$ cat src/rtl/serial_fulladd.sv
// Bit-serial WIDTH-bit adder with carry-in: one full-adder cell and a carry flip-flop,
// one bit per clock LSB first, framed by a start/busy/done handshake.
module serial_fulladd #(
  parameter int WIDTH = 4
) (
  input  logic             clk,
  input  logic             rst_n,
  input  logic             start,
  input  logic [WIDTH-1:0] a,
  input  logic [WIDTH-1:0] b,
  input  logic             cin,
  output logic             busy,
  output logic             done,
  output logic [WIDTH-1:0] sum,
  output logic             carry
);

  localparam int CW = (WIDTH > 1) ? $clog2(WIDTH) : 1;
  localparam logic [CW-1:0] LAST = CW'(WIDTH - 1);

  typedef enum logic {
    IDLE,
    RUN
  } state_t;

  state_t state, state_nxt;

  logic [WIDTH-1:0] shift_a;
  logic [WIDTH-1:0] shift_b;
  logic [WIDTH-1:0] shift_s;
  logic [WIDTH-1:0] sum_nxt;
  logic [CW-1:0]    cnt;
  logic             cff;
  logic             s_bit;
  logic             c_bit;
  logic             last;

  assign s_bit = shift_a[0] ^ shift_b[0] ^ cff;
  assign c_bit = (shift_a[0] & shift_b[0]) | (shift_a[0] & cff) | (shift_b[0] & cff);
  assign last  = (cnt == LAST);

  // New sum bit enters at the MSB; written as a shift/or so WIDTH = 1 needs no special case.
  assign sum_nxt = (shift_s >> 1) | (WIDTH'(s_bit) << (WIDTH - 1));

  assign busy = (state == RUN);

  always_comb begin
    state_nxt = state;
    case (state)
      IDLE:    if (start) state_nxt = RUN;
      RUN:     if (last)  state_nxt = IDLE;
      default: state_nxt = IDLE;
    endcase
  end

  always_ff @(posedge clk) begin
    if (!rst_n) state <= IDLE;
    else        state <= state_nxt;
  end

  always_ff @(posedge clk) begin
    if (!rst_n) begin
      shift_a <= '0;
      shift_b <= '0;
      shift_s <= '0;
      cnt     <= '0;
      cff     <= 1'b0;
      sum     <= '0;
      carry   <= 1'b0;
      done    <= 1'b0;
    end else begin
      done <= 1'b0;
      case (state)
        IDLE: begin
          if (start) begin
            shift_a <= a;
            shift_b <= b;
            shift_s <= '0;
            cff     <= cin;
            cnt     <= '0;
          end
        end
        RUN: begin
          shift_a <= shift_a >> 1;
          shift_b <= shift_b >> 1;
          shift_s <= sum_nxt;
          cff     <= c_bit;
          cnt     <= cnt + 1'b1;
          // Outputs are only ever loaded here, so partial sums never reach the ports.
          if (last) begin
            sum   <= sum_nxt;
            carry <= c_bit;
            done  <= 1'b1;
          end
        end
        default: ;
      endcase
    end
  end

endmodule

$ cat config.mk
export PLATFORM = sky130hd
export DESIGN_NAME = serial_fulladd
export DESIGN_NICKNAME = d
export VERILOG_FILES = /design/src/rtl/serial_fulladd.sv
export SDC_FILE = /design/constraint.sdc
export NUM_CORES = 1
export LEC_CHECK = 0
export ABC_AREA = 1
export CORE_MARGIN = 5
export CORE_UTILIZATION = 40
export CTS_CLUSTER_SIZE = 30
export DETAILED_ROUTE_END_ITERATION = 7
export PLACE_DENSITY = 0.68
export SYNTH_ARGS = -nofsm -noshare
export SYNTH_HDL_FRONTEND = slang
export SYNTH_SLANG_ARGS = --single-unit
$ cat constraint.sdc
create_clock -name clk -period 1.5 [get_ports clk]
set_clock_uncertainty 0.15 [all_clocks]
set_input_delay 0.15 -clock clk [delete_from_list [all_inputs] [get_ports clk]]
set_output_delay 0.15 -clock clk [all_outputs]
set_load 0.03 [all_outputs]
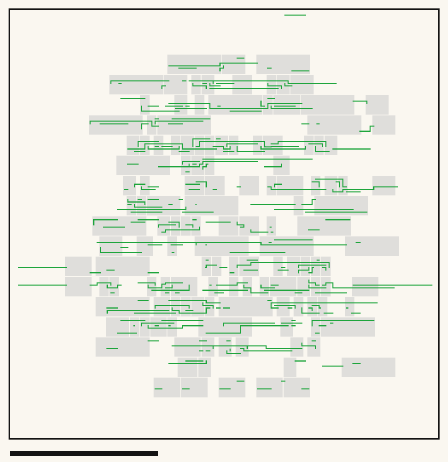
run_1/m1.png
The bar under the picture is 20 um long. Cells faint in the background.
- wire length on this layer: 779 um
- main direction: horizontal

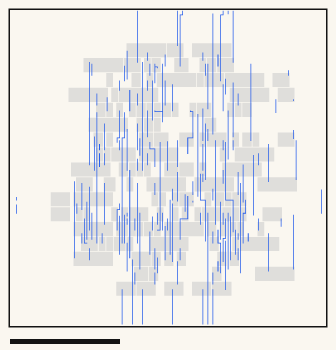
run_1/m2.png
The bar under the picture is 20 um long. Cells faint in the background.
- share of all routed wire: 52%
- nets with wire on the layer: 115

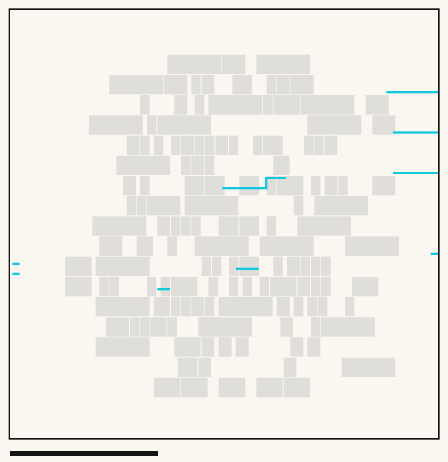
run_1/m3.png
The bar under the picture is 20 um long. Cells faint in the background.
- nets with wire on the layer: 9
- longest straight run: 6.70 um
- main direction: horizontal

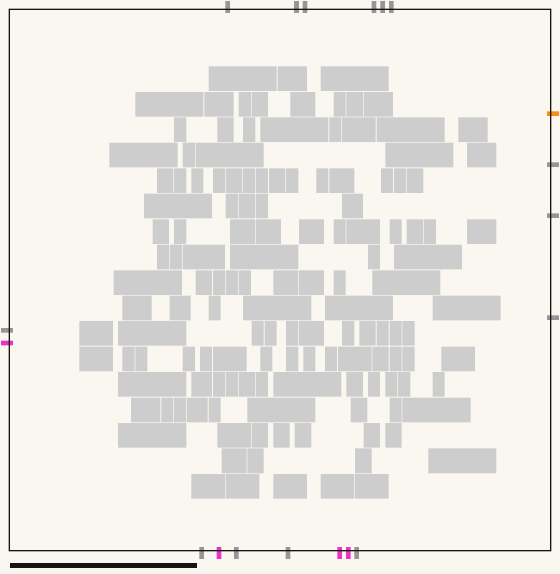
run_1/pinout.png
The bar under the picture is 20 um long. Pins as bars across the die edge, other pins in grey.
- orange: `done` (pins 1; direction output; edge east)
- magenta: `b` (pins 4; direction input; edge 3 south, 1 west)
- all pins by edge: 7 south, 6 north, 4 east, 2 west

==> results.tsv, run 1 <==
stage	metric	value	unit
clocking	Clock Tree Root	clkbuf_4	
grt	met2 Track Usage GR	0.184	
grt	vias in the first global route	700	
floorplan	Boundary Pins	19	
worst_setup_path	Crit. End Element	output pin	
worst_setup_path	reg-to-reg endpoint	shift_s[3]	
worst_setup_path	crit path buf inv count	1	
drt	WL final	1700	um
final_layout	Regs by FF count	shift_a (4), shift_b (4), sum (4)	
synth	top cells by count	nand2_1, dfxtp_1, nand3_1, inv_1, a21oi_1	
clocking	Clock transition at path regs	0.11	ns
synth	fraction of registers with async set/reset	0	
power_and_ir_drop	share of power burned in combinational logic	0.139	
final_layout	most frequent logic cell in the layout	nand2_1	
worst_setup_path	Critical Path Max Stage Delay	0.40	ns
final_layout	clk_buf instances	4	
drt	Routed wire per std cell	10.2	um
clocking	Setup Buffers After CTS	0	
clocking	total CTS buffers	3	
placed_design	Post-DP HPWL	1330	um
final_layout	Sequential Area	420	um2
final_timing	Hold Slack	0.265	ns
synth	yosys synthesis chip area	908	um2
drt	initial DRC count	10	
worst_setup_path	stages on the worst setup path	1	
drt	Met1 Wirelength	779	um
final_layout	Filler cells	221	
placed_design	GP Congestion	0.703	
synth	Avg Synthesized Cell Area	7.83	um2
floorplan	Die W	57.7	um
outcome	status	finished clean	
worst_setup_path	reg-to-reg setup timing slack	0.18	ns
drt	routed vias/inst	4.52	
final_timing	RSZ-0062 raised after global routing	no	
floorplan	chip height	57.7	um
final_layout	number of non-clock buffers	23	
worst_hold_path	hold path cells	3	
worst_hold_path	hold path startpoint	a[3]	
clocking	clk buf depth	2	
synth	AND-OR/OR-AND Cells, Area Fraction	0.0468	
synth	syn nets	130	
clocking	CTS tree	done	
worst_setup_path	FF-to-FF path depth	3	
drt	DR vias	750	
drt	Pre-antenna DRT Iters	4	
final_timing	setup TNS	0	ns
run	number of max-cap violations	0	
final_timing	actual slew at the worst max-slew pin	0.300	ns
final_timing	Final WS setup	0.168	ns
grt	total gr overflow	0	
synth	count of library flops with an enable pin	0	
floorplan	initial core utilization	0.415	
synth	largest area contributor in the netlist	dfxtp_1	
final_timing	fmax	751	MHz
synth	Mapped Cells	116	
synth	XOR Share, Synth	0	
grt	initial antenna violation count	0	
power_and_ir_drop	NetSw	244	uW
power_and_ir_drop	P_int	748	uW
final_layout	antenna cells	0	
final_layout	Seq/total area	0.372	
synth	Yosys Instances	116	
synth	sequential share of the synthesized area	0.463	
grt	gr usage total	0.107	
==> run 1 -> run 2 <==
--- a/config.mk
+++ b/config.mk
@@ -10,6 +10,8 @@
 export CORE_UTILIZATION = 40
 export CTS_CLUSTER_SIZE = 30
 export DETAILED_ROUTE_END_ITERATION = 7
+export GPL_ROUTABILITY_DRIVEN = 1
+export HOLD_SLACK_MARGIN = 0.15
 export PLACE_DENSITY = 0.68
 export SYNTH_ARGS = -nofsm -noshare
 export SYNTH_HDL_FRONTEND = slang
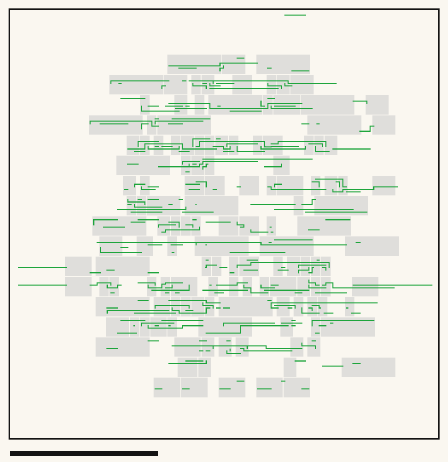
run_2/m1.png
The bar under the picture is 20 um long. Cells faint in the background.
- share of all routed wire: 46%
- main direction: horizontal

==> results.tsv, run 2 <==
stage	metric	value	unit	change
drt	Routed wire per std cell	10.2	um	unchanged
power_and_ir_drop	Seq pwr share	0.596		
synth	count of library flops with an enable pin	0		unchanged
synth	Mapped Cells	116		unchanged
worst_setup_path	Critical Path Max Stage Delay	0.40	ns	about the same
grt	busiest grt layer	met2		
clocking	Setup Buffers After CTS	0		unchanged
clocking	Clock transition at path regs	0.11	ns	about the same
clocking	Clock Tree Root	clkbuf_4		
grt	global-route wire length before repair	2880	um	
worst_setup_path	reg-to-reg setup timing slack	0.18	ns	about the same
synth	largest area contributor in the netlist	dfxtp_1		
final_layout	Comb gates	79		
final_timing	worst rel slew slack	0.801		
final_timing	actual slew at the worst max-slew pin	0.300	ns	unchanged
worst_setup_path	slowest cell on the critical path	dlygate4sd2_1		
worst_setup_path	timing startpoint of the critical path	carry		
final_timing	Hold Violations, Final	0		
synth	Synth Warn #	0		
outcome	status	finished clean		
synth	top-count cell post-synth	nand2_1		
power_and_ir_drop	clock power share	0.264		
synth	fraction of registers with async set/reset	0		unchanged
grt	initial antenna violation count	0		unchanged
final_layout	final design utilization	0.516		
clocking	total CTS buffers	3		unchanged
final_timing	Hold Slack	0.265	ns	unchanged
grt	largest net degree at the start of global routing	16		
clocking	clk buf depth	2		unchanged
final_layout	Gate Area	399	um2	
placed_design	port bufs	18		
final_timing	setup TNS	0	ns	unchanged
grt	gr usage total	0.107		unchanged
floorplan	initial core utilization	0.415		unchanged
final_timing	max-slew violations	0		
drt	initial DRC count	10		unchanged
synth	yosys synthesis chip area	908	um2	unchanged
grt	met1 GRT Util	0.136		
worst_setup_path	Critical Path End	carry		
final_layout	Comb area share	0.353		
worst_setup_path	CP top delay family	buffers and inverters		
final_timing	Final WS setup	0.168	ns	unchanged
worst_setup_path	stages on the worst setup path	1		unchanged
synth	sequential share of the synthesized area	0.463		unchanged
worst_setup_path	reg-to-reg endpoint	shift_s[3]		
final_layout	Regs by FF count	shift_a (4), shift_b (4), sum (4)		
synth	XOR Share, Synth	0		unchanged
floorplan	chip height	57.7	um	unchanged
clocking	Worst-Skew Late Latency	0.29	ns	
synth	top cells by area	dfxtp_1, nand2_1, nand3_1		
floorplan	Boundary Pins	19		unchanged
grt	met3 Usage GRT	0.0134		
synth	Post-Syn Area	908	um2	
drt	Met3 Wirelength	34	um	
drt	DR vias	750		unchanged
clocking	CTS tree	done		
grt	total gr overflow	0		unchanged
final_layout	Leading cell kind	flip-flops and latches		
placed_design	placed instance area	1110	um2	
drt	WL final	1700	um	unchanged
synth	Yosys Instances	116		unchanged
floorplan	Die W	57.7	um	unchanged
synth	mux share	0		
floorplan	full die area	3320	um2	
drt	Pre-antenna DRT Iters	4		unchanged
synth	Distinct cells, synth	15		
final_layout	share of cells above drive strength 1	0.130		
synth	Max-area cell share	0.463		
worst_setup_path	crit path cell chain	dlygate4sd2_1		
final_timing	fmax	751	MHz	unchanged
worst_setup_path	crit path buf inv count	1		unchanged
drt	routed vias/inst	4.52		unchanged
power_and_ir_drop	Clock Power	262	uW	
final_timing	Tcrit/Tclk final	0.888		
final_layout	Sequential Area	420	um2	unchanged
final_timing	min Tclk post-route	1.33	ns	
power_and_ir_drop	Pwr top	registers		
worst_hold_path	Hold EP	shift_a[3]		
clocking	CTS sink count	21		
final_layout	number of non-clock buffers	23		unchanged
synth	Avg Synthesized Cell Area	7.83	um2	unchanged
final_layout	Final nets	153		
final_layout	ClkCell Share	0.0233		
final_timing	RSZ-0062 raised after global routing	no		
synth	dominant kind of combinational cell	simple AND/OR/NAND/NOR gates		
worst_setup_path	Crit. End Element	output pin		
final_layout	cell area after layout	1130	um2	
grt	vias in the first global route	700		unchanged
drt	Met1 Wirelength	779	um	unchanged
placed_design	placed insts	162		
clocking	H-tree Lvls	1		
worst_setup_path	FF-to-FF Start	shift_a[0]		
power_and_ir_drop	Leakage	0.000576	uW	
final_timing	final setup violation count	0		
final_layout	Signal buf overhead	0.184		
final_layout	most frequent logic cell in the layout	nand2_1		
power_and_ir_drop	P per Cell Area	878	nW/um2	
power_and_ir_drop	share of power burned in combinational logic	0.139		about the same
placed_design	GP Congestion	0.703		unchanged
drt	met2 WL	884	um	
worst_hold_path	hold path startpoint	a[3]		
synth	AND-OR/OR-AND Cells, Area Fraction	0.0468		unchanged
final_layout	clk_buf instances	4		unchanged
final_layout	Layout area overhead	24.4	%	
drt	# DRC	0		
grt	met2 Track Usage GR	0.184		unchanged
power_and_ir_drop	NetSw	244	uW	unchanged
final_layout	non-filler instance count after layout	166		
final_layout	antenna cells	0		unchanged
final_layout	Seq/total area	0.372		unchanged
worst_hold_path	hold path cells	3		unchanged
power_and_ir_drop	P_int	748	uW	unchanged
synth	syn nets	130		unchanged
worst_setup_path	crit path max fanout	2		
worst_setup_path	FF-to-FF path depth	3		unchanged
power_and_ir_drop	P_seq	591	uW	
placed_design	Post-DP HPWL	1330	um	unchanged
run	number of max-cap violations	0		unchanged
power_and_ir_drop	Design Power	992	uW	
floorplan	core area	2190	um2	
final_layout	number of ordinary inverters in the final layout	11		
final_layout	Filler cells	221		unchanged
synth	top cells by count	nand2_1, dfxtp_1, nand3_1, inv_1, a21oi_1		
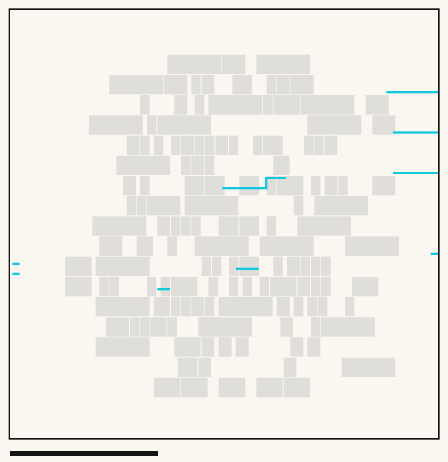
run_2/m3.png
The bar under the picture is 20 um long. Cells faint in the background.
- longest straight run: 6.70 um
- nets with wire on the layer: 9
- share of all routed wire: 2.0%
- wire length on this layer: 34.0 um

run_2/congestion_map.png
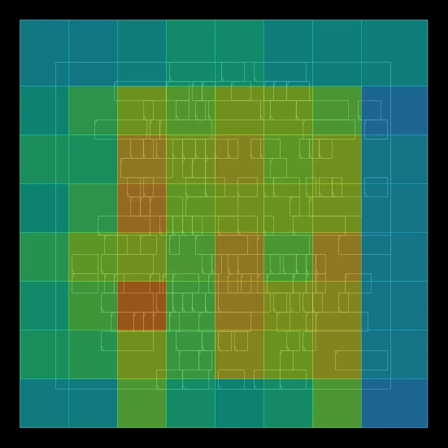

==> run 2 -> run 3 <==
--- a/config.mk
+++ b/config.mk
@@ -5,7 +5,6 @@
 export SDC_FILE = /design/constraint.sdc
 export NUM_CORES = 1
 export LEC_CHECK = 0
-export ABC_AREA = 1
 export CORE_MARGIN = 5
 export CORE_UTILIZATION = 40
 export CTS_CLUSTER_SIZE = 30
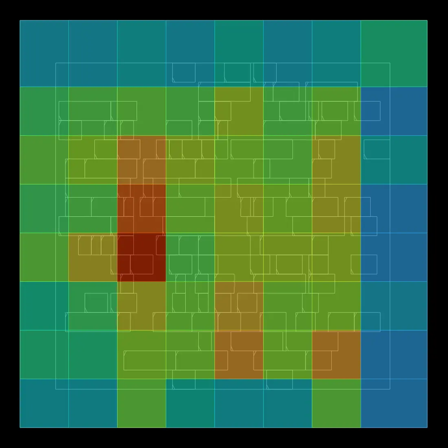
run_3/congestion_map.png
Routed wire per std cell: 12.8 um
final design utilization: 0.528
met3 Usage GRT: 0.0334

==> results.tsv, run 3 <==
stage	metric	value	unit	change
synth	count of library flops with an enable pin	0		unchanged
grt	gr usage total	0.119		+0.0126
drt	met2 WL	806	um	-8.8%
drt	Met3 Wirelength	96	um	+180%
drt	initial DRC count	7		-3
placed_design	port bufs	18		unchanged
final_layout	Comb area share	0.383		+0.0298
final_layout	number of non-clock buffers	23		unchanged
final_layout	Filler cells	219		-0.90%
power_and_ir_drop	clock power share	0.259		-0.005
drt	WL final	1790	um	+5.2%
final_timing	min Tclk post-route	1.38	ns	+0.0484 ns
final_layout	Signal buf overhead	0.190		+0.00664
synth	XOR Share, Synth	0		unchanged
drt	Met1 Wirelength	851	um	+9.2%
final_layout	antenna cells	0		unchanged
run	number of max-cap violations	0		unchanged
grt	busiest grt layer	met2		
synth	largest area contributor in the netlist	dfxtp_1		
power_and_ir_drop	Seq pwr share	0.595		about the same
final_timing	Hold Slack	0.319	ns	+0.0541 ns
synth	Distinct cells, synth	22		+7
synth	Mapped Cells	90		-22%
final_layout	Sequential Area	424	um2	+0.89%
outcome	status	finished clean		
synth	AND-OR/OR-AND Cells, Area Fraction	0.183		+0.136
final_timing	Final WS setup	0.120	ns	-0.0484 ns
floorplan	full die area	3330	um2	+0.23%
synth	yosys synthesis chip area	911	um2	+0.28%
clocking	Setup Buffers After CTS	0		unchanged
worst_setup_path	Critical Path End	busy		
final_layout	cell area after layout	1160	um2	+2.3%
placed_design	Post-DP HPWL	1280	um	-4.3%
worst_hold_path	Hold EP	shift_b[3]		
final_layout	Final nets	126		-18%
final_timing	fmax	725	MHz	-3.5%
synth	Max-area cell share	0.462		-0.00127
synth	fraction of registers with async set/reset	0		unchanged
final_timing	Tcrit/Tclk final	0.920		+0.0323
final_timing	max-slew violations	0		unchanged
final_layout	most frequent logic cell in the layout	dfxtp_1		
clocking	Clock transition at path regs	0.11	ns	about the same
clocking	CTS sink count	21		unchanged
synth	mux share	0.0989		+0.0989
final_timing	RSZ-0062 raised after global routing	no		
final_timing	setup TNS	0	ns	unchanged
clocking	clk buf depth	2		unchanged
synth	sequential share of the synthesized area	0.462		-0.00127
worst_setup_path	crit path cell chain	buf_4 > buf_4		
worst_setup_path	stages on the worst setup path	2		+1
final_layout	Gate Area	443	um2	+11%
worst_hold_path	hold path startpoint	b[3]		
clocking	H-tree Lvls	1		unchanged
power_and_ir_drop	P_int	771	uW	+3.1%
placed_design	placed instance area	1130	um2	+2.0%
power_and_ir_drop	Leakage	0.000481	uW	-16%
final_layout	ClkCell Share	0.0227		-0.000529
worst_setup_path	Critical Path Max Stage Delay	0.45	ns	+0.05 ns
drt	DR vias	707		-5.7%
clocking	Clock Tree Root	clkbuf_4		
drt	# DRC	0		unchanged
final_timing	actual slew at the worst max-slew pin	0.409	ns	+0.109 ns
floorplan	chip height	57.7	um	+0.11%
power_and_ir_drop	Pwr top	registers		
final_layout	share of cells above drive strength 1	0.126		-0.00431
final_layout	Regs by FF count	shift_a (4), shift_b (4), sum (4)		
grt	initial antenna violation count	0		unchanged
power_and_ir_drop	Design Power	1020	uW	+2.9%
synth	dominant kind of combinational cell	AND-OR/OR-AND gates		
power_and_ir_drop	share of power burned in combinational logic	0.146		+0.007
worst_hold_path	hold path cells	3		unchanged
final_timing	Hold Violations, Final	0		unchanged
drt	Pre-antenna DRT Iters	4		unchanged
power_and_ir_drop	P per Cell Area	883	nW/um2	+0.56%
worst_setup_path	Crit. End Element	output pin		
clocking	Worst-Skew Late Latency	0.29	ns	about the same
power_and_ir_drop	P_seq	607	uW	+3%
floorplan	core area	2190	um2	unchanged
worst_setup_path	timing startpoint of the critical path	busy		
synth	top-count cell post-synth	dfxtp_1		
final_layout	number of ordinary inverters in the final layout	2		-9
final_timing	final setup violation count	0		unchanged
worst_setup_path	FF-to-FF Start	shift_a[0]		
worst_setup_path	slowest cell on the critical path	dfxtp_4		
final_layout	Comb gates	61		-23%
grt	global-route wire length before repair	3150	um	+9.3%
power_and_ir_drop	NetSw	250	uW	+2.3%
synth	top cells by area	dfxtp_1, mux2i_1, a211oi_1		
grt	total gr overflow	0		unchanged
worst_setup_path	crit path buf inv count	2		+1
worst_setup_path	FF-to-FF path depth	3		unchanged
grt	met2 Track Usage GR	0.184		unchanged
worst_setup_path	CP top delay family	flip-flops		
final_timing	worst rel slew slack	0.728		-0.0732
synth	Synth Warn #	0		unchanged
worst_setup_path	crit path max fanout	17		+15
final_layout	Leading cell kind	combinational gates		
grt	met1 GRT Util	0.155		+0.0188
synth	Yosys Instances	90		-22%
floorplan	initial core utilization	0.416		+0.00114
drt	routed vias/inst	5.09		+13%
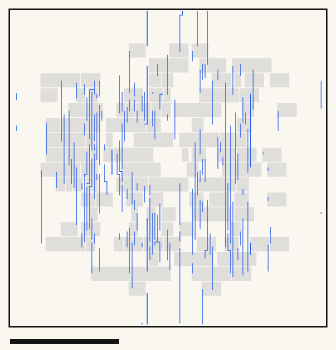
run_3/m2.png
The bar under the picture is 20 um long. Cells faint in the background.
- longest straight run: 29.9 um
- wire length on this layer: 806 um
- nets with wire on the layer: 103

Power and IR drop assume default switching activity.
